[config.mk]
export PLATFORM = sky130hd
export DESIGN_NAME = perf_stat_monitor
export DESIGN_NICKNAME = d
export VERILOG_FILES = /design/src/rtl/perf_stat_monitor.sv
export SDC_FILE = /design/constraint.sdc
export NUM_CORES = 1
export LEC_CHECK = 0
export ABC_AREA = 1
export CAP_MARGIN = 5
export CELL_PAD_IN_SITES_DETAIL_PLACEMENT = 1
export CELL_PAD_IN_SITES_GLOBAL_PLACEMENT = 1
export CORE_MARGIN = 3
export CORE_UTILIZATION = 39
export CTS_CLUSTER_SIZE = 10
export DETAILED_ROUTE_END_ITERATION = 10
export DONT_BUFFER_PORTS = 1
export PLACE_DENSITY_LB_ADDON = 0.1
export SLEW_MARGIN = 15
export SYNTH_ARGS = -nofsm -noshare
export SYNTH_HDL_FRONTEND = slang
export SYNTH_SLANG_ARGS = --single-unit
[constraint.sdc]
create_clock -name clk -period 2.4 [get_ports clk]
set_input_delay 0.36 -clock clk [delete_from_list [all_inputs] [get_ports clk]]
set_output_delay 0.36 -clock clk [all_outputs]
set_load 0.01 [all_outputs]
[src/rtl/perf_stat_monitor.sv]
// perf_stat_monitor
//   Retire-stage performance monitor. Counts cycles, stall cycles, total
//   retired instructions and NUM_CLASSES per-class retired instructions.
//   When the HALT opcode retires it waits DRAIN_CYCLES cycles, then streams
//   every counter out over a valid/ready port and raises done.
//
// Ports
//   clk            rising-edge clock
//   reset          synchronous, active-low reset
//   retire_valid   one instruction retires this cycle
//   retire_class   class index of the retiring instruction
//   retire_opcode  opcode of the retiring instruction
//   stall          pipeline stalled this cycle
//   clear          zero all counters (RUN only)
//   halt_seen      HALT has retired (sticky)
//   cycle_count    live cycle counter
//   dump_valid     dump word available
//   dump_ready     consumer accepts the dump word
//   dump_idx       index of the current dump word
//   dump_data      current dump word
//   done           dump complete
module perf_stat_monitor #(
    parameter int unsigned       NUM_CLASSES  = 4,
    parameter int unsigned       CNT_W        = 32,
    parameter int unsigned       OPC_W        = 6,
    parameter logic [OPC_W-1:0]  HALT_OPCODE  = 6'b010001,
    parameter int unsigned       DRAIN_CYCLES = 6,
    localparam int unsigned      CLS_W        = (NUM_CLASSES > 1) ? $clog2(NUM_CLASSES) : 1,
    localparam int unsigned      DUMP_LEN     = NUM_CLASSES + 3,
    localparam int unsigned      IDX_W        = $clog2(DUMP_LEN)
) (
    input  logic             clk,
    input  logic             reset,
    input  logic             retire_valid,
    input  logic [CLS_W-1:0] retire_class,
    input  logic [OPC_W-1:0] retire_opcode,
    input  logic             stall,
    input  logic             clear,
    output logic             halt_seen,
    output logic [CNT_W-1:0] cycle_count,
    output logic             dump_valid,
    input  logic             dump_ready,
    output logic [IDX_W-1:0] dump_idx,
    output logic [CNT_W-1:0] dump_data,
    output logic             done
);

    localparam int unsigned DRN_W = (DRAIN_CYCLES > 1) ? $clog2(DRAIN_CYCLES + 1) : 1;

    typedef enum logic [1:0] {
        S_RUN,
        S_DRAIN,
        S_DUMP,
        S_DONE
    } state_t;

    state_t             state;
    logic [DRN_W-1:0]   drain_q;

    logic [CNT_W-1:0]   cyc_q, stl_q, tot_q;
    logic [CNT_W-1:0]   cls_q [NUM_CLASSES];
    logic [CNT_W-1:0]   cyc_d, stl_d, tot_d;
    logic [CNT_W-1:0]   cls_d [NUM_CLASSES];

    logic               counting;
    logic               do_clear;
    logic               halt_hit;
    logic [IDX_W-1:0]   nxt_idx;
    logic [CNT_W-1:0]   nxt_word;

    // Saturating increment: an all-ones counter stays put instead of wrapping.
    function automatic logic [CNT_W-1:0] sat_inc(input logic [CNT_W-1:0] v, input logic inc);
        return (inc && (v != '1)) ? v + CNT_W'(1) : v;
    endfunction

    assign cycle_count = cyc_q;

    // Next counter values. Counting runs in RUN and DRAIN; clear only in RUN,
    // where it beats any simultaneous increment.
    always_comb begin
        // NOTE: every signal gets a default first so no path leaves it unassigned (no latch).
        counting = (state == S_RUN) || (state == S_DRAIN);
        do_clear = (state == S_RUN) && clear;
        halt_hit = (state == S_RUN) && retire_valid && (retire_opcode == HALT_OPCODE);
        cyc_d    = cyc_q;
        stl_d    = stl_q;
        tot_d    = tot_q;
        cls_d    = cls_q;
        if (do_clear) begin
            cyc_d = '0;
            stl_d = '0;
            tot_d = '0;
            for (int k = 0; k < int'(NUM_CLASSES); k++) cls_d[k] = '0;
        end else if (counting) begin
            cyc_d = sat_inc(cyc_q, 1'b1);
            stl_d = sat_inc(stl_q, stall);
            tot_d = sat_inc(tot_q, retire_valid);
            // An out-of-range class matches no k, so it lands in tot only.
            for (int k = 0; k < int'(NUM_CLASSES); k++)
                cls_d[k] = sat_inc(cls_q[k], retire_valid && (retire_class == CLS_W'(k)));
        end
    end

    // Word that follows the current dump index; counters are frozen in DUMP,
    // so it can be taken straight from the registered counters.
    always_comb begin
        nxt_idx  = dump_idx + IDX_W'(1);
        nxt_word = '0;
        if (nxt_idx == IDX_W'(1)) nxt_word = stl_q;
        if (nxt_idx == IDX_W'(2)) nxt_word = tot_q;
        for (int k = 0; k < int'(NUM_CLASSES); k++)
            if (nxt_idx == IDX_W'(k + 3)) nxt_word = cls_q[k];
    end

    always_ff @(posedge clk) begin
        if (!reset) begin
            // NOTE: the class counters are a handful of flops, not a RAM, so they are reset like any register.
            state      <= S_RUN;
            drain_q    <= '0;
            cyc_q      <= '0;
            stl_q      <= '0;
            tot_q      <= '0;
            for (int k = 0; k < int'(NUM_CLASSES); k++) cls_q[k] <= '0;
            halt_seen  <= 1'b0;
            dump_valid <= 1'b0;
            dump_idx   <= '0;
            dump_data  <= '0;
            done       <= 1'b0;
        end else begin
            // NOTE: non-blocking assignments so every flop samples pre-edge values.
            cyc_q <= cyc_d;
            stl_q <= stl_d;
            tot_q <= tot_d;
            cls_q <= cls_d;
            case (state)
                S_RUN: begin
                    if (halt_hit) begin
                        halt_seen <= 1'b1;
                        drain_q   <= DRN_W'(DRAIN_CYCLES);
                        if (DRAIN_CYCLES == 0) begin
                            // Word 0 is the cycle count as it settles on this edge.
                            state      <= S_DUMP;
                            dump_valid <= 1'b1;
                            dump_idx   <= '0;
                            dump_data  <= cyc_d;
                        end else begin
                            state <= S_DRAIN;
                        end
                    end
                end
                S_DRAIN: begin
                    drain_q <= drain_q - DRN_W'(1);
                    if (drain_q == DRN_W'(1)) begin
                        state      <= S_DUMP;
                        dump_valid <= 1'b1;
                        dump_idx   <= '0;
                        dump_data  <= cyc_d;
                    end
                end
                S_DUMP: begin
                    if (dump_ready) begin
                        if (dump_idx == IDX_W'(DUMP_LEN - 1)) begin
                            state      <= S_DONE;
                            dump_valid <= 1'b0;
                            done       <= 1'b1;
                        end else begin
                            dump_idx  <= nxt_idx;
                            dump_data <= nxt_word;
                        end
                    end
                end
                S_DONE: begin
                end
                default: state <= S_RUN;
            endcase
        end
    end

endmodule

### Metal 1, run 1

Scale bar: 50 µm. Supply wires on this layer in gray. Cells faint in the background.
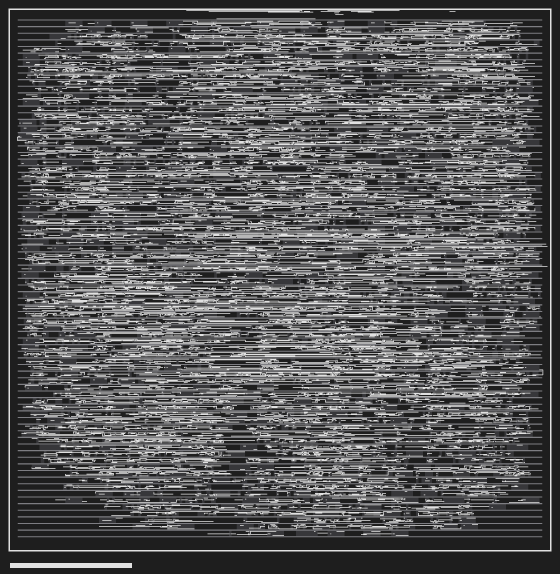
The wires run mostly horizontal. The layer carries 34.9 mm of wire.
met1 layer usage reported by global route: 41.35%
routed wire length: 74,910 µm

### M2 wires, run 1

Scale bar: 50 µm. Cells faint in the background.
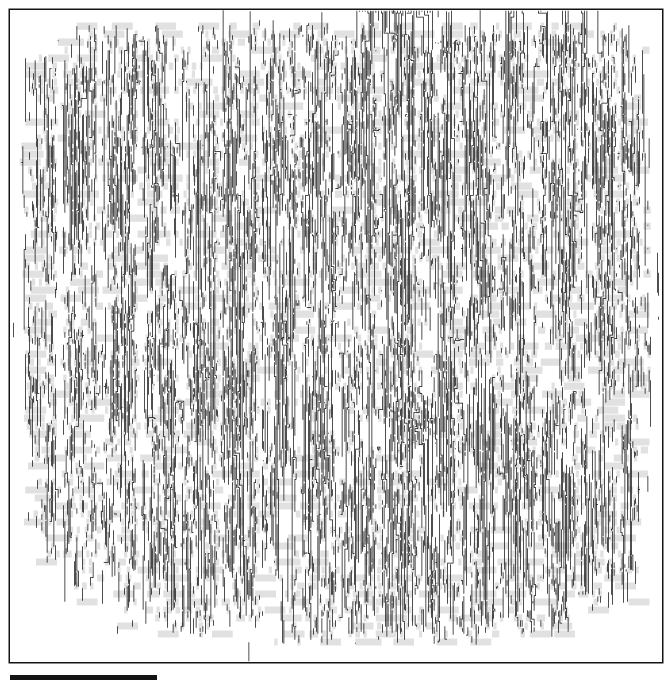
The longest straight run is 81.4 µm. 2,550 nets have wire on it. The layer carries 34.1 mm of wire. The layer holds 46% of the routed length.
via count of the routed design: 19,740
M2 GR Usage: 48.62%

### Routing congestion map, run 1

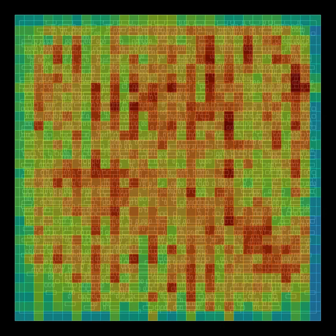
routed wire length per instance: 20.59 µm
GRT busiest layer: met2
Global Route met3 Usage: 4.197%
Core Util, Final: 44.83%
GRT Overall Usage: 29.87%

==> run 1: what timing repair did <==
item | 4_1_cts | 5_1_grt
hold endpoints to repair | 26 | 0
gates resized | 0 | 19
hold buffers | 3 | 0
endpoints found under the setup margin | 0 | 57
setup buffers | 0 | 0
==> run 1: final cells by class <==
type | count | area, µm²
sequential | 267 | 5345
timing repair buffer | 121 | 1099
clock inverter | 7 | 97.59
tap | 600 | 750.7
fill | 6169 | 25200
multi-input combinational | 2295 | 11030
clock buffer | 55 | 1033
inverter | 294 | 1117
==> run 1: state kept, by name, indices dropped and copies added (netlist names), 2 cells and up <==
name         count
dump_idx         3
state            2
dump_data       32
cls_q          128
cycle_count     32
stl_q           32
drain_q          3
tot_q           32
==> results.txt, run 1 <==
most frequent cell after synthesis -> sky130_fd_sc_hd__nand2_1
crit-path most repeated cell -> sky130_fd_sc_hd__nand2_1
worst hold path type -> input port to register
ratio of total power to cell area -> 881.7 nW/µm²
number of max-cap violations -> 0
final routed DRC violation total -> 0
register bit count reported by yosys -> 267
Syn Nets -> 3,020
tightest hold margin -> 0.03357 ns
Achievable Freq -> 438.7 MHz
predominant post-synthesis flop cell -> sky130_fd_sc_hd__dfxtp_1
logic gate share of total power -> 39.7%
Critical Path Max Stage Delay -> 0.34 ns
number of top-level design ports -> 84
outcome -> complete, no violations
critical-path maximum fanout -> 20
most common logic cell in the routed design -> sky130_fd_sc_hd__nand2_1
MUX share of area -> 0%
unrepaired setup endpoints after global routing -> false
top routing layer in use -> met4
Area Growth Syn to Fin -> 12.84%
first-pass GRT wire length -> 117,300 µm
final cell area excluding filler cells -> 20,480 µm²
via count of the first global-routing pass -> 19,910
largest power group -> combinational cells
transition time at the pin with the least slew margin -> 1.230 ns
Worst R2R Setup Slack -> 0.12 ns
first-pass iteration count of the detailed router -> 5
combined area of all synthesized cells -> 18,150 µm²
family with the most delay on the worst path -> simple AND/OR/NAND/NOR gates
Detailed Route Iter0 Violations -> 1,344
commonest non-fill, non-tap cells in the layout -> sky130_fd_sc_hd__nand2_1 (1,051), sky130_fd_sc_hd__nor2_1 (273), sky130_fd_sc_hd__inv_1 (271)
sequence of cells on the critical path -> buf_4 -> inv_1 -> ha_1 -> nand2_4 -> buf_6 -> nand3_1 -> nand2_1 -> nand2_1 -> nand2_1 -> nand2_1 -> nand2_1 -> nand3_1 -> nand2_1 -> inv_1
endpoint required time on the critical path -> 2.86 ns
Worst-path clk slew -> 0.06 ns
EDFF count, synth -> 0
area share of and-or/or-and cells after synthesis -> 9.853%
### Zoomed window, run 1

Scale bar: 10 µm. Window x 91 to 131, y 47 to 87 µm. Cells in gray, sequential cells in the stronger gray; small squares are vias.
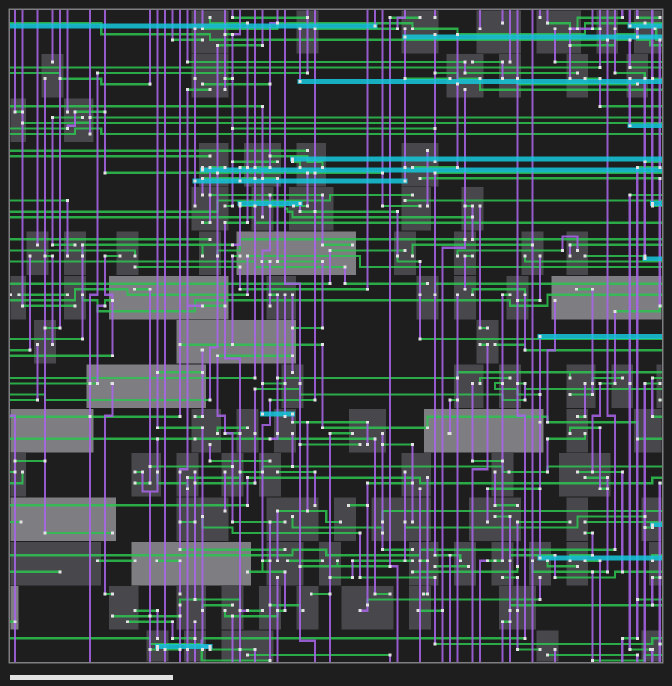

==> inputs of run 2 (changes only) <==
--- a/config.mk
+++ b/config.mk
@@ -10,7 +10,7 @@
 export CELL_PAD_IN_SITES_DETAIL_PLACEMENT = 1
 export CELL_PAD_IN_SITES_GLOBAL_PLACEMENT = 1
 export CORE_MARGIN = 3
-export CORE_UTILIZATION = 39
+export CORE_UTILIZATION = 46
 export CTS_CLUSTER_SIZE = 10
 export DETAILED_ROUTE_END_ITERATION = 10
 export DONT_BUFFER_PORTS = 1
### Zoomed window, run 2

Scale bar: 10 µm. Window x 82 to 122, y 41 to 81 µm. Cells in gray, sequential cells in the stronger gray; small squares are vias.
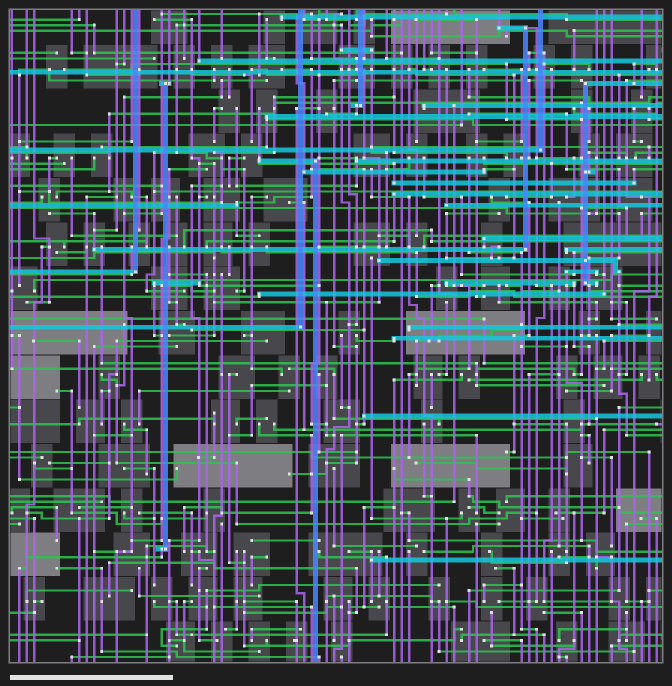
Key: blue = M4; green = M1; purple = M2; cyan = M3
Most frequent: nand2_1 (61), nand4_1 (17). 124 logic cells have their middle in the window. Sequential cells in the window: 5. Netlist names of flops here include `stl_q` (5).

==> results.txt, run 2 <==
outcome -> complete, no violations
number of tap instances -> 518
source of the worst hold timing path -> reset
first-pass iteration count of the detailed router -> 5
startpoint of the most critical register-to-register path -> state[0]
crit path capture -> dump_data[20]
ratio of total power to cell area -> 886.1 nW/µm²
flip-flop count of the largest register after layout -> 128
number of max-cap violations -> 0
Worst R2R Setup Slack -> 0.12 ns
most frequent cell after synthesis -> sky130_fd_sc_hd__nand2_1
Syn Nets -> 3,020
critical-path maximum fanout -> 34
register bit count reported by yosys -> 267
CTS hold repair buffers -> 2
predominant post-synthesis flop cell -> sky130_fd_sc_hd__dfxtp_1
Critical Path Max Stage Delay -> 0.38 ns
Post-Synthesis Cells -> 2,987
tightest hold margin -> 0.02152 ns
sequential cell count -> 267
register area -> 5348 µm²
EDFF count, synth -> 0
area share of and-or/or-and cells after synthesis -> 9.853%
DPL Wire Length -> 56,090 µm
Detailed Route Iter0 Violations -> 1,672
comb. cell area -> 11,040 µm²
combined area of all synthesized cells -> 18,150 µm²
Top class by area -> combinational gates
logic gate share of total power -> 39.7%
flop share of the area -> 26.39%
Non-Clock Buffer Area Fraction -> 4.983%
transition time at the pin with the least slew margin -> 0.7549 ns
post-synthesis share of cell area spent on full adders, half adders and majority gates -> 1.310%
Non-clk bufs -> 111
via count of the first global-routing pass -> 19,880
largest power group -> combinational cells
family with the most delay on the worst path -> simple AND/OR/NAND/NOR gates
worst hold path type -> input port to register
unrepaired setup endpoints after global routing -> true
routed wire length -> 73,990 µm
CLK BUF -> 53
most common logic cell in the routed design -> sky130_fd_sc_hd__nand2_1
overall power consumption -> 0.01796 W
Post-CTS Setup Inserts -> 4
Achievable Freq -> 438.3 MHz
via count of the routed design -> 20,140
sequence of cells on the critical path -> inv_1 -> ha_1 -> inv_2 -> nor2_1 -> a21oi_1 -> nand2_1 -> nor2_4 -> buf_4 -> buf_12 -> nand3_1 -> nand2_1 -> inv_1
number of top-level design ports -> 84
endpoint required time on the critical path -> 2.84 ns
Resized cells post-CTS -> 3
MUX share of area -> 0%
commonest non-fill, non-tap cells in the layout -> sky130_fd_sc_hd__nand2_1 (1,052), sky130_fd_sc_hd__nor2_1 (275), sky130_fd_sc_hd__inv_1 (272)
top routing layer in use -> met4
Layout fillers -> 5,414
first-pass GRT wire length -> 113,600 µm
Multi-In Gates -> 2,296
final cell area excluding filler cells -> 20,260 µm²
### Routing congestion map, run 2

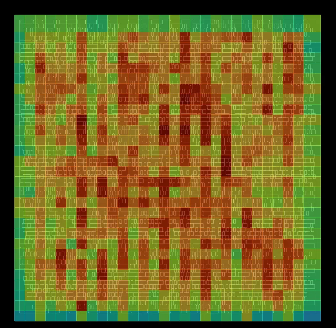
met1 layer usage reported by global route: 46.83%
Core Util, Final: 52.19%
M2 GR Usage: 54.44%
routed wire length per instance: 20.87 µm

run 2: worst reg2reg max path, stage by stage (launching register included):
cell                      delay (ns)
sky130_fd_sc_hd__dfxtp_1        0.38
sky130_fd_sc_hd__inv_1          0.10
sky130_fd_sc_hd__ha_1           0.24
sky130_fd_sc_hd__inv_2          0.16
sky130_fd_sc_hd__nor2_1         0.08
sky130_fd_sc_hd__a21oi_1        0.19
sky130_fd_sc_hd__nand2_1        0.17
sky130_fd_sc_hd__nor2_4         0.23
sky130_fd_sc_hd__buf_4          0.18
sky130_fd_sc_hd__buf_12         0.19
sky130_fd_sc_hd__nand3_1        0.15
sky130_fd_sc_hd__nand2_1        0.08
sky130_fd_sc_hd__inv_1          0.04
### M2 wires, run 2

Scale bar: 50 µm. Cells faint in the background.
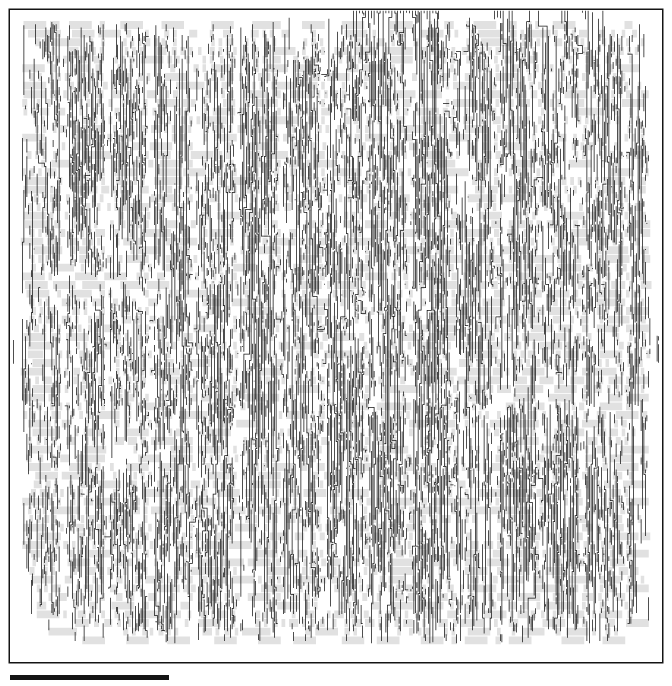

==> inputs of run 3 (changes only) <==
--- a/config.mk
+++ b/config.mk
@@ -15,6 +15,7 @@
 export DETAILED_ROUTE_END_ITERATION = 10
 export DONT_BUFFER_PORTS = 1
 export PLACE_DENSITY_LB_ADDON = 0.1
+export SKIP_CTS_REPAIR_TIMING = 1
 export SLEW_MARGIN = 15
 export SYNTH_ARGS = -nofsm -noshare
 export SYNTH_HDL_FRONTEND = slang
### M2 wires, run 3

Scale bar: 50 µm. Cells faint in the background.
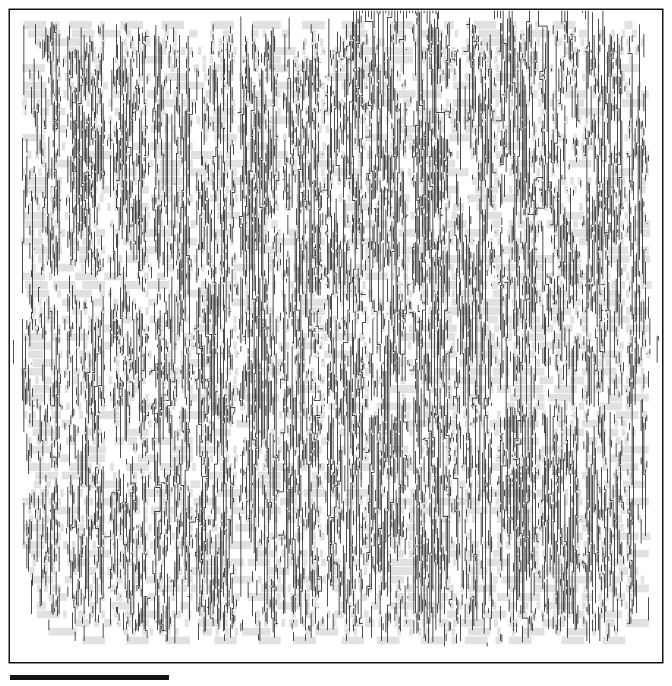
The wires run mostly vertical. The layer carries 33.0 mm of wire. The layer holds 44% of the routed length.
via count of the routed design: 20,150
routed wire length: 74,690 µm
M2 GR Usage: 54.17%

==> results.txt, run 3 <==
failing checks -> negative hold slack
Non-clk bufs -> 118
flip-flop count of the largest register after layout -> 128
Layout fillers -> 5,411
sequential cell count -> 267
Leak Pwr -> 7.947 nW
share of cells above drive strength 1 -> 7.910%
Worst-path clk slew -> 0.06 ns
synthesized area per cell -> 6.075 µm²
category of the most critical setup path -> register to register
Sw Share -> 43.40%
most common logic cell in the routed design -> sky130_fd_sc_hd__nand2_1
final cell area excluding filler cells -> 20,370 µm²
register area -> 5348 µm²
Post-Place Cells -> 3,477
combined area of all synthesized cells -> 18,150 µm²
worst hold path type -> input port to register
Multi-In Gates -> 2,296
ratio of total power to cell area -> 891.8 nW/µm²
Worst setup SP type -> register
commonest cells in the netlist -> sky130_fd_sc_hd__nand2_1 (1,054), sky130_fd_sc_hd__nor2_1 (277), sky130_fd_sc_hd__inv_1 (273)
transition time at the pin with the least slew margin -> 0.7093 ns
number of tap instances -> 518
Detailed Route Iter0 Violations -> 1,714
first-pass iteration count of the detailed router -> 5
non-clock inverter instance count of the final layout -> 294
input/output buffers -> 0
Top class by area -> combinational gates
sequence of cells on the critical path -> inv_1 -> ha_1 -> inv_2 -> nor2_1 -> a21oi_1 -> nand2_1 -> nor2_4 -> buf_4 -> buf_12 -> nand3_1 -> nand2_1 -> inv_1
Global Route met3 Usage -> 5.832%
CLK BUF -> 53
commonest non-fill, non-tap cells in the layout -> sky130_fd_sc_hd__nand2_1 (1,051), sky130_fd_sc_hd__nor2_1 (275), sky130_fd_sc_hd__inv_1 (272)
outcome -> finished with violations
final setup violation count -> 0
clock power share -> 28.7%
final hold vios -> 1
largest power group -> combinational cells
DPL Wire Length -> 56,090 µm
EDFF count, synth -> 0
number of max-cap violations -> 0
GRT busiest layer -> met2
Syn Nets -> 3,020
met2 WL post-DR -> 32,960 µm
critical-path maximum fanout -> 34
most frequent cell after synthesis -> sky130_fd_sc_hd__nand2_1
endpoint required time on the critical path -> 2.84 ns
logic gate share of total power -> 40.4%
top routing layer in use -> met4
GRT Overall Usage -> 34.38%
first-pass GRT wire length -> 113,300 µm
tightest hold margin -> -0.006747 ns
Non-Clock Buffer Area Fraction -> 5.418%
Distinct cells, synth -> 39
worst skew pair latency -> 0.55 ns
predominant post-synthesis flop cell -> sky130_fd_sc_hd__dfxtp_1
CTS tree -> yes
Area Growth Syn to Fin -> 12.24%
flop share of the area -> 26.26%
largest reg by FF count -> cls_q
family with the most delay on the worst path -> simple AND/OR/NAND/NOR gates
via count of the first global-routing pass -> 19,830
multi-input gate share of the layout cell area -> 54.23%
power in the clock group -> 0.00522 W
Achievable Freq -> 431.4 MHz
Critical Path Max Stage Delay -> 0.38 ns
Post-Synthesis Cells -> 2,987
yosys stat cell total -> 2,987
final routed DRC violation total -> 0
overall power consumption -> 0.01816 W
routed wire length per instance -> 21.02 µm
register bit count reported by yosys -> 267
Core Util, Final -> 52.46%
comb. cell area -> 11,040 µm²
area of the synthesized netlist per yosys stat -> 18,150 µm²
number of top-level design ports -> 84
buffer depth of the longest clock path -> 3
fraction of area in clock buffers and inverters -> 5.418%
### Metal 1, run 3

Scale bar: 50 µm. Supply wires on this layer in gray. Cells faint in the background.
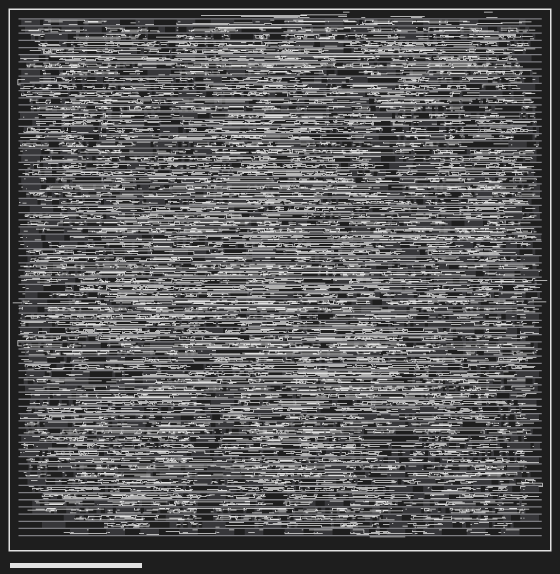
The layer holds 45% of the routed length. The wires run mostly horizontal. 2,915 nets have wire on it.
met1 layer usage reported by global route: 46.76%

==> run 3: cell counts after synthesis <==
No cell type changed its count.
==> run 3: logic make-up after synthesis <==
kind of cell	share of synthesized area, %
adder cells (fa/ha/maj)	1.310
buffers and inverters	9.922
XOR/XNOR	7.819
AND/OR/NAND/NOR	41.64
flip-flops	29.46
AND-OR/OR-AND	9.853
==> run 3: worst paths after layout <==
kind	start	end	slack, ns	cells past startpoint
worst max-delay path	state[0]	dump_data[20]	0.08	12
worst min-delay path	reset	dump_data[19]	-0.007	2
worst max register to register	state[0]	dump_data[20]	0.08	12
worst min register to register	cls_q[63]	cls_q[63]	0.46	2
Power figures rest on the tool's default switching activity, not on a simulated workload.
